Routing congestion map:
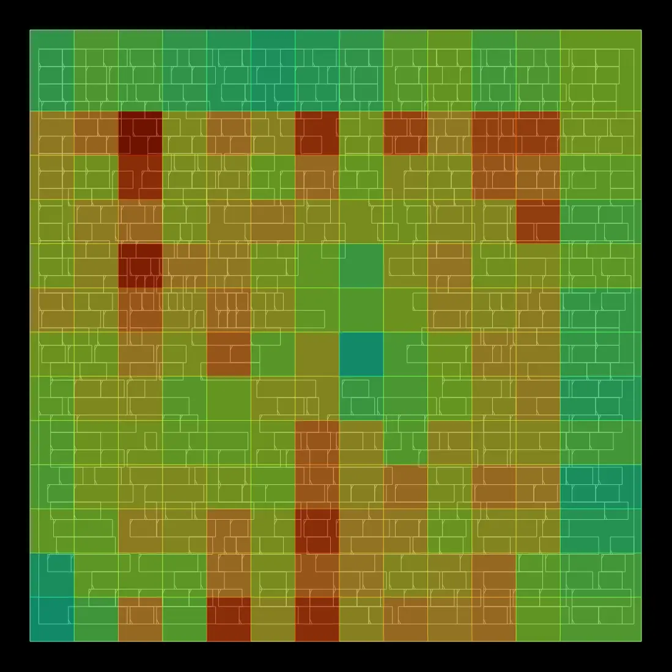
Clock distribution:
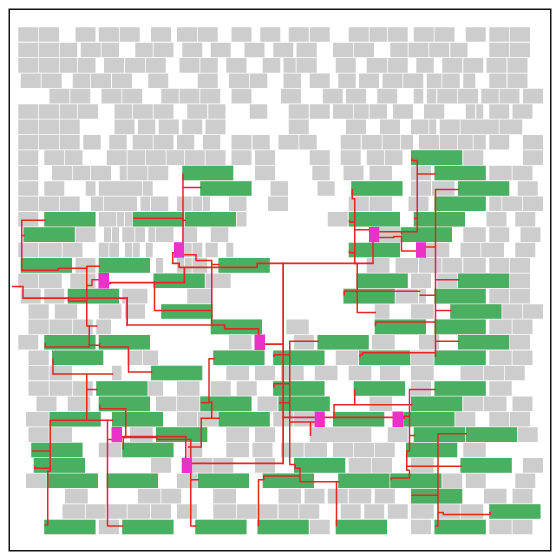
$ cat src/rtl/dmem_arbiter.sv
// Data-memory port arbiter between the CPU MEM stage and a debug/loader port; single-cycle access, loads return 1 cycle later.
// The loser sees no ack (CPU via cpu_stall); debug is forced through after STARVE_MAX losses and may hold bursts of BURST_MAX beats.
module dmem_arbiter #(
   parameter int STARVE_MAX = 4,
   parameter int BURST_MAX  = 8
) (
   input  logic        clk,
   input  logic        rst_n,
   input  logic        cpu_req,
   input  logic        cpu_we,
   input  logic [2:0]  cpu_sel,
   input  logic [10:0] cpu_addr,
   input  logic [31:0] cpu_wdata,
   output logic        cpu_ack,
   output logic        cpu_stall,
   output logic        cpu_misalign,
   output logic [31:0] cpu_rdata,
   output logic        cpu_rvalid,
   input  logic        dbg_req,
   input  logic        dbg_we,
   input  logic        dbg_burst,
   input  logic [10:0] dbg_addr,
   input  logic [31:0] dbg_wdata,
   output logic        dbg_ack,
   output logic [31:0] dbg_rdata,
   output logic        dbg_rvalid,
   output logic        write_enable_dmem,
   output logic [2:0]  store_sel_M,
   output logic [10:0] mem_WA,
   output logic [31:0] mem_WD,
   input  logic [31:0] mem_RD
);

   localparam int SW = (STARVE_MAX < 1) ? 1 : $clog2(STARVE_MAX + 1);
   localparam int BW = (BURST_MAX < 1) ? 1 : $clog2(BURST_MAX + 1);
   localparam logic [SW-1:0] SMAX = SW'(STARVE_MAX);
   localparam logic [2:0] SEL_WORD = 3'b010;

   typedef enum logic [1:0] {IDLE, CPU_OWN, DBG_BURST} state_t;

   state_t        state_q, state_d;
   logic [SW-1:0] starve_q, starve_d;
   logic [BW-1:0] burst_q, burst_d;
   logic [31:0]   cpu_rdata_q, dbg_rdata_q;
   logic          cpu_rvalid_q, dbg_rvalid_q;

   logic cpu_gnt, dbg_gnt, sel_bad, last_beat;

   always_comb begin
      case (cpu_sel)
         3'b000:  sel_bad = 1'b0;
         3'b001:  sel_bad = cpu_addr[0];
         3'b010:  sel_bad = |cpu_addr[1:0];
         default: sel_bad = 1'b1;
      endcase
   end

   // Grants are forced low while reset is held so no stray strobe reaches memory.
   always_comb begin
      cpu_gnt = 1'b0;
      dbg_gnt = 1'b0;
      if (rst_n) begin
         if (state_q == DBG_BURST) begin
            dbg_gnt = dbg_req;
         end else if (cpu_req && dbg_req) begin
            if (starve_q == SMAX) dbg_gnt = 1'b1;
            else                  cpu_gnt = 1'b1;
         end else begin
            cpu_gnt = cpu_req;
            dbg_gnt = dbg_req;
         end
      end
   end

   always_comb begin
      write_enable_dmem = 1'b0;
      store_sel_M       = SEL_WORD;
      mem_WA            = '0;
      mem_WD            = '0;
      if (cpu_gnt) begin
         write_enable_dmem = cpu_we & ~sel_bad;
         store_sel_M       = cpu_sel;
         mem_WA            = cpu_addr;
         mem_WD            = cpu_wdata;
      end else if (dbg_gnt) begin
         write_enable_dmem = dbg_we;
         mem_WA            = dbg_addr;
         mem_WD            = dbg_wdata;
      end
   end

   assign last_beat = (int'(burst_q) + 1) >= BURST_MAX;

   always_comb begin
      state_d  = state_q;
      burst_d  = burst_q;
      starve_d = starve_q;
      if (dbg_gnt)
         starve_d = '0;
      else if (cpu_gnt && dbg_req && starve_q != SMAX)
         starve_d = starve_q + 1'b1;

      case (state_q)
         DBG_BURST: begin
            if (!dbg_req || !dbg_burst || last_beat) begin
               state_d = IDLE;
               burst_d = '0;
            end else begin
               burst_d = burst_q + 1'b1;
            end
         end
         default: begin
            burst_d = '0;
            if (cpu_gnt) begin
               state_d = CPU_OWN;
            end else if (dbg_gnt && dbg_burst && BURST_MAX > 1) begin
               state_d = DBG_BURST;
               burst_d = BW'(1);
            end else begin
               state_d = IDLE;
            end
         end
      endcase
   end

   always_ff @(posedge clk or negedge rst_n) begin
      if (!rst_n) begin
         state_q      <= IDLE;
         starve_q     <= '0;
         burst_q      <= '0;
         cpu_rdata_q  <= '0;
         dbg_rdata_q  <= '0;
         cpu_rvalid_q <= 1'b0;
         dbg_rvalid_q <= 1'b0;
      end else begin
         state_q      <= state_d;
         starve_q     <= starve_d;
         burst_q      <= burst_d;
         cpu_rvalid_q <= cpu_gnt & ~cpu_we & ~sel_bad;
         dbg_rvalid_q <= dbg_gnt & ~dbg_we;
         if (cpu_gnt && !cpu_we && !sel_bad) cpu_rdata_q <= mem_RD;
         if (dbg_gnt && !dbg_we)             dbg_rdata_q <= mem_RD;
      end
   end

   assign cpu_ack      = cpu_gnt;
   assign dbg_ack      = dbg_gnt;
   assign cpu_stall    = cpu_req & ~cpu_gnt;
   assign cpu_misalign = cpu_gnt & sel_bad;
   assign cpu_rdata    = cpu_rdata_q;
   assign cpu_rvalid   = cpu_rvalid_q;
   assign dbg_rdata    = dbg_rdata_q;
   assign dbg_rvalid   = dbg_rvalid_q;

endmodule

$ cat config.mk
export PLATFORM = sky130hd
export DESIGN_NAME = dmem_arbiter
export DESIGN_NICKNAME = d
export VERILOG_FILES = /design/src/rtl/dmem_arbiter.sv
export SDC_FILE = /design/constraint.sdc
export NUM_CORES = 1
export LEC_CHECK = 0
export CORE_UTILIZATION = 39
export CTS_BUF_LIST = sky130_fd_sc_hd__clkbuf_2
export CTS_CLUSTER_SIZE = 10
export DETAILED_ROUTE_END_ITERATION = 12
export PLACE_DENSITY = 0.89
export SLEW_MARGIN = 0
export SYNTH_ARGS = -nofsm -noshare
export SYNTH_HDL_FRONTEND = slang
export SYNTH_SLANG_ARGS = --single-unit
export TNS_END_PERCENT = 50
$ cat constraint.sdc
create_clock -name clk -period 5.35 [get_ports clk]
set_clock_uncertainty 0.1 [all_clocks]
set_input_delay 0.8025 -clock clk [delete_from_list [all_inputs] [get_ports clk]]
set_output_delay 0.8025 -clock clk [all_outputs]
set_load 0.005 [all_outputs]
==> notes.md <==
Implementation numbers.

- The flow ran to the end, and the final reports show no timing, DRC or antenna violations.
- For this run, the top clock speed supported by timing is 234 MHz.
- The number of buffers created by CTS is 9.
- The internal portion of the total power is between 1 and 1.5 mW.
- The residual overflow from global routing is 0.
- Fill cells in the final layout number between 500 and 600.
- The script logs the ratio of routed vias to standard cells as about 5.1.
- The post-synth register bit count is roughly 75.
- The worst hold path begins at cpu_rdata[29].
- The total chip power is 2.03 mW.
- The fraction of registers with async set or reset after synthesis is 1.00.
- For this run, the post-layout net count is about 630.
- Of the total power, registers draw 0.416.
- The maximum fanout count along the critical path is 34.
- The start-to-end type of the worst setup path is input port to primary output.
- The global-route wire length before repair is 16.5 mm.
- The tool flagged a number of max-cap violations equal to 0.
- The start point of the critical path is dbg_req.
- Before any placement, the netlist area is recorded as 0.00341 mm2.
- The final routed wirelength across all metal layers is 11.5 mm.
- At the pin with the least slew margin, the transition time is 923 ps.
- The number of nets produced by synthesis is 381.
- Of the post-synthesis cell area, the dominant cell type holds 0.551.
- The synthesis report lists the most area-consuming cells as dfrtp_1 (55%), mux2_2 (20%), a22o_1 (11%).
- The area share of fa/ha/maj cells after synthesis is 0.0147.
- Per the OpenROAD floorplan log, the area of the die is 0.00911 mm2.
- The area fraction in mux cells is 0.212.
- The power per cell area is 336 mW/mm2.
- In the layout the commonest cells are clkdlybuf4s50_1 (243), dfrtp_1 (75), mux2_2 (59).
- The number of antenna violations at the first check in global routing came to 0.
- The vertical die dimension is ~95 um.
- The commonest register cell is dfrtp_1.
- The worst path needs approximately 4300 ps of the cycle, external delays included.
- Entering global routing, the biggest net connects 79 pins.
- During I/O placement, the number of pins put on the boundary was 245.
- The library cell with the highest instance count after synthesis is dfrtp_1.
- The launching element type of the critical path is an input port.
- Clock tree synthesis found a total of 75 sinks.
- The final layout reports a setup TNS of 0 ps.
- The required time of the worst setup path is about 4500 ps.
- In the final report, the number of pins over their slew limit comes to 0.
- Setup repair after global routing left no endpoint under its margin.
- Sorting the synthesized cells by how often they occur yields dfrtp_1 (75), mux2_2 (59), a22o_1 (44).
- In this run, the synthesized area fraction spent on xor and xnor cells is recorded as 0.00257.
- The switching power of the nets is 565 uW.
- The H-tree depth is 3.
- The warning count from the yosys run is 0.
- The clock tree from TritonCTS is done.
- Warnings raised by the tools during the run amount to 29.
- The end point of the most critical hold path is cpu_rdata[29].
- Signal nets in the final route climb as high as met4.
- The routed length on met1 is roughly 4.8 mm.
- The total non-filler cell area in the finished layout is 0.00604 mm2.
- The signal on the critical path passes through clkdlybuf4s50_1 -> nand2_1 -> a31oi_4 -> buf_4 -> nand2_1 -> o21ai_0 -> clkdlybuf4s50_1.
- Across all hold checks on the routed design, the worst slack comes to ~420 ps.
- The worst ir drop on vdd is about 220 uV.
- Per the detail_route report, routed wire per instance is 19.0 um.
- The cell-mix breakdown from Yosys lists the simple-gate area share as 0.0536.
- STA puts the critical path data arrival time at between 3000 and 4000 ps.
- The HPWL after detailed placement is 8.85 mm.
- In this run, the number of DRC markers left after iteration 0 of detailed routing was roughly 130.
- The worst-case reg-to-reg setup slack stands at 2570 ps.
- The number of cells after detailed placement is roughly 600.
- The post-layout worst setup margin is 1080 ps.
- The post-placement setup slack is 1120 ps.
- The part of the power in combinational logic is 0.435.
- The library cell used most frequently in the layout, excluding fill and tap cells, is clkdlybuf4s50_1.
About 'routing congestion map':
met3 layer usage reported by global route: 0.107
met1 Track Usage GR: 0.328
total global routing track utilization: 0.246
core utilization of the finished layout: 0.724

About 'clock distribution':
- flip-flops: green (count 75)
- clock wires: red (length 828 um)
- clock-net drivers: magenta (count 9)
- routed clock nets: 10
portion of total power attributed to the clock network: 0.149
clk_lat worst skew: 490 ps
clock distribution power: 303 uW

[worst max-delay path: cells and delay by family]
kind / cells / cell delay, ps
buffers and inverters: 3 / 1410
AND-OR/OR-AND: 2 / 840
AND/OR/NAND/NOR: 2 / 300
[layer usage]
layer	up-vias	GRT usage
met2	148	0.376
li1	1415	-
met4	0	0.0448
met3	12	0.107
met5	-	0
met1	1484	0.328
[final cells by class]
class / count / area (um2) / share of cell area
multi-input combinational: 154 / 1420 / 0.235
sequential: 75 / 1880 / 0.311
tap: 105 / 131 / 0.0218
clock buffer: 9 / 45.0 / 0.00746
inverter: 4 / 15.0 / 0.00249
clock inverter: 7 / 68.8 / 0.0114
timing repair buffer: 249 / 2480 / 0.410
Power figures rest on the tool's default switching activity, not on a simulated workload.
